`config.mk`:
```
export PLATFORM = sky130hd
export DESIGN_NAME = uart_rx
export DESIGN_NICKNAME = d
export VERILOG_FILES = /design/src/rtl/uart_pkg.sv /design/src/rtl/uart_sync.sv /design/src/rtl/uart_rx.sv
export SDC_FILE = /design/constraint.sdc
export NUM_CORES = 1
export LEC_CHECK = 0
export CELL_PAD_IN_SITES_DETAIL_PLACEMENT = 1
export CELL_PAD_IN_SITES_GLOBAL_PLACEMENT = 2
export CORE_UTILIZATION = 25
export DETAILED_ROUTE_END_ITERATION = 10
export DONT_BUFFER_PORTS = 1
export PLACE_DENSITY = 0.56
export RECOVER_POWER = 25
export SYNTH_ARGS = -nofsm -noshare
export SYNTH_HDL_FRONTEND = slang
export SYNTH_SLANG_ARGS = --single-unit
```
`constraint.sdc`:
```
create_clock -name clk -period 2.1 [get_ports clk]
set_input_delay 0.42 -clock clk [delete_from_list [all_inputs] [get_ports clk]]
set_output_delay 0.42 -clock clk [all_outputs]
set_load 0.03 [all_outputs]
```
`src/rtl/uart_pkg.sv`:
```
`default_nettype none
// ============================================================================
//  Module      : uart_pkg
//  Description : Constants and state encodings shared by the UART receiver
//                and transmitter.
//  Revision    : 1.0 - initial release
// ============================================================================
package uart_pkg;

  // Default bit period for 115200 baud from a 100 MHz clock.
  localparam int CLOCK_DIV = 868;
  localparam int HALF_DIV  = CLOCK_DIV / 2;

  // Line-protocol phases, common to both directions of the link.
  typedef enum logic [1:0] {
    IDLE  = 2'd0,
    START = 2'd1,
    DATA  = 2'd2,
    STOP  = 2'd3
  } uart_state_t;

endpackage : uart_pkg
`default_nettype wire

```
`src/rtl/uart_sync.sv`:
```
`default_nettype none
// ============================================================================
//  Module      : uart_sync
//  Description : Two-flop synchronizer for the asynchronous serial line.
//                Both flops reset high so that reset looks like an idle line.
//  Revision    : 1.0 - initial release
// ============================================================================
module uart_sync (
  input  logic clk,
  input  logic rst,
  input  logic din,
  output logic dout
);

  logic meta;

  // Two-stage capture of the asynchronous input; idle-high after reset.
  always_ff @(posedge clk or posedge rst) begin
    if (rst) begin
      meta <= 1'b1;
      dout <= 1'b1;
    end else begin
      meta <= din;
      dout <= meta;
    end
  end

endmodule : uart_sync
`default_nettype wire

```
`src/rtl/uart_rx.sv`:
```
`default_nettype none
// ============================================================================
//  Module      : uart_rx
//  Description : 8N1 UART receiver with centre-of-bit sampling, a level
//                valid/ack handshake, framing-error and overrun pulses.
//  Revision    : 1.0 - initial release
// ============================================================================
module uart_rx #(
  parameter int BAUD_RATE = 115200,
  parameter int CLK_FREQ  = 100_000_000,
  parameter int CLOCK_DIV = CLK_FREQ / BAUD_RATE
) (
  input  logic       clk,
  input  logic       rst,
  input  logic       rx_serial,
  input  logic       rx_ack,
  output logic [7:0] rx_data,
  output logic       rx_valid,
  output logic       rx_busy,
  output logic       frame_err,
  output logic       overrun
);

  import uart_pkg::*;

  // Terminal counts: end of a full bit and middle of the start bit.
  localparam logic [15:0] BIT_END  = 16'(CLOCK_DIV - 1);
  localparam logic [15:0] HALF_END = 16'(CLOCK_DIV / 2 - 1);

  uart_state_t state, state_n;
  logic [15:0] cnt, cnt_n;
  logic [2:0]  bit_idx, bit_idx_n;
  logic [7:0]  shift, shift_n;
  logic [7:0]  data_n;
  logic        valid_n, ferr_n, ovr_n;
  logic        hold_off, hold_off_n;  // set after a framing error until the line goes high
  logic        rx_s;

  uart_sync u_sync (
    .clk  (clk),
    .rst  (rst),
    .din  (rx_serial),
    .dout (rx_s)
  );

  assign rx_busy = (state != IDLE);

  // Next-state and datapath decisions for the receive sequence.
  always_comb begin
    state_n    = state;
    cnt_n      = cnt + 16'd1;
    bit_idx_n  = bit_idx;
    shift_n    = shift;
    data_n     = rx_data;
    valid_n    = rx_valid & ~rx_ack;
    ferr_n     = 1'b0;
    ovr_n      = 1'b0;
    hold_off_n = hold_off;
    case (state)
      IDLE: begin
        cnt_n     = 16'd0;
        bit_idx_n = 3'd0;
        if (rx_s) begin
          hold_off_n = 1'b0;
        end else if (!hold_off) begin
          state_n = START;
        end
      end
      START: begin
        if (cnt == HALF_END) begin
          cnt_n   = 16'd0;
          state_n = rx_s ? IDLE : DATA;  // high at mid-start means a glitch
        end
      end
      DATA: begin
        if (cnt == BIT_END) begin
          cnt_n            = 16'd0;
          shift_n[bit_idx] = rx_s;
          if (bit_idx == 3'd7) begin
            bit_idx_n = 3'd0;
            state_n   = STOP;
          end else begin
            bit_idx_n = bit_idx + 3'd1;
          end
        end
      end
      STOP: begin
        if (cnt == BIT_END) begin
          cnt_n   = 16'd0;
          state_n = IDLE;
          if (rx_s) begin
            // A fresh byte always wins; it is an overrun only if the old one was never taken.
            data_n  = shift;
            valid_n = 1'b1;
            ovr_n   = rx_valid & ~rx_ack;
          end else begin
            ferr_n     = 1'b1;
            hold_off_n = 1'b1;
          end
        end
      end
      default: begin
        state_n = IDLE;
        cnt_n   = 16'd0;
      end
    endcase
  end

  // State, counters and output registers.
  always_ff @(posedge clk or posedge rst) begin
    if (rst) begin
      state     <= IDLE;
      cnt       <= 16'd0;
      bit_idx   <= 3'd0;
      shift     <= 8'h00;
      rx_data   <= 8'h00;
      rx_valid  <= 1'b0;
      frame_err <= 1'b0;
      overrun   <= 1'b0;
      hold_off  <= 1'b0;
    end else begin
      state     <= state_n;
      cnt       <= cnt_n;
      bit_idx   <= bit_idx_n;
      shift     <= shift_n;
      rx_data   <= data_n;
      rx_valid  <= valid_n;
      frame_err <= ferr_n;
      overrun   <= ovr_n;
      hold_off  <= hold_off_n;
    end
  end

endmodule : uart_rx
`default_nettype wire

```
==> results.toml <==
# physical design summary
[outcome]
run_status = "finished clean"

[pwr]
ir_drop_v = 0.0002106
clkPwrFrac = 0.435
pg_clk_mw = 0.656
power_mw = 1.508

[floorplan]
fp.dieW_um = 92.18

[synth]
flop_cell = "dfrtp_1"
area_leaders = "dfrtp_1 50%, xnor2_1 5.2%, mux2_2 5.0%, nor4_1 4.0%, mux2_1 3.9%"
synth_top_cell_by_area = "dfrtp_1"
syn_inst = 183

[routing]
wl_met2_mm = 2.322
top_layer = "met4"
dr.pass1.iters = 4
remaining_drc_errors = 0

[critical_path]
ff2ff_setup_slack_ps = 80
critical-path-top-delay-family = "simple AND/OR/NAND/NOR gates"
r2r_cells = 6
crit_end = "shift[2]$_DFFE_PP0P_"

[clock_network]
postCtsHoldBufs = 0

[min_path]
worstHoldStart = "rx_serial"
min_path_cells = 0

[layout]
layout-drive-gt1-share = 0.2105
postLayoutCoreUtil = 0.3003
inverters_excl_clock = 6

[place]
place.gp.congestion = 0.7262
layer_met3.png
(4 px per um)
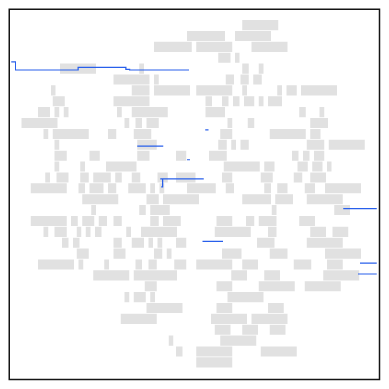
The wires run mostly horizontal. The layer holds 2.0% of the routed length. The longest straight run is 15.6 um.
total vias in the final route: 1370
final WL: 4.436 mm
routing usage on met3: 0.02239

layer_met1.png
(6 px per um) Supply wires on this layer in gray.
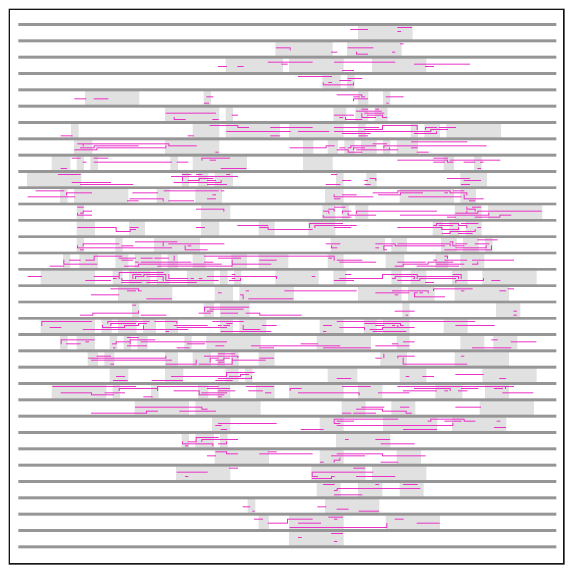
The layer carries 1970 um of wire. The layer holds 44% of the routed length.
met1 usage: 0.1529

wires.png
(4 px per um) Two of the layers only.
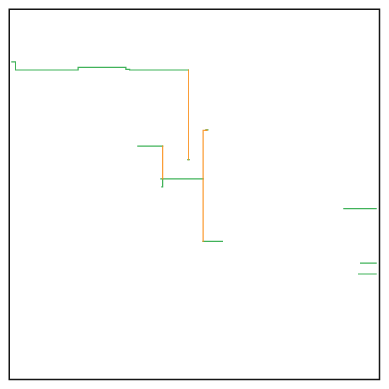
Key: metal 3 = green [wire length 87.8 um]; metal 4 = orange [wire length 59.4 um]

flops_by_reg.png
(4 px per um) Other sequential cells in the stronger gray, the rest of the logic in the fainter gray.
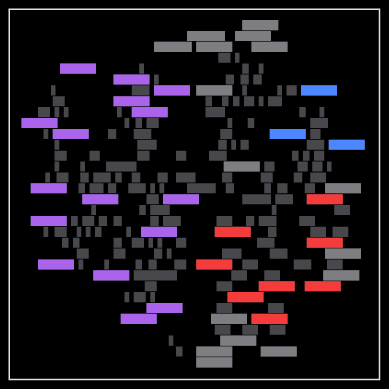
Key: `cnt` = purple [sequential cells 16]; `shift` = red [sequential cells 8]; `bit_idx` = blue [sequential cells 3]

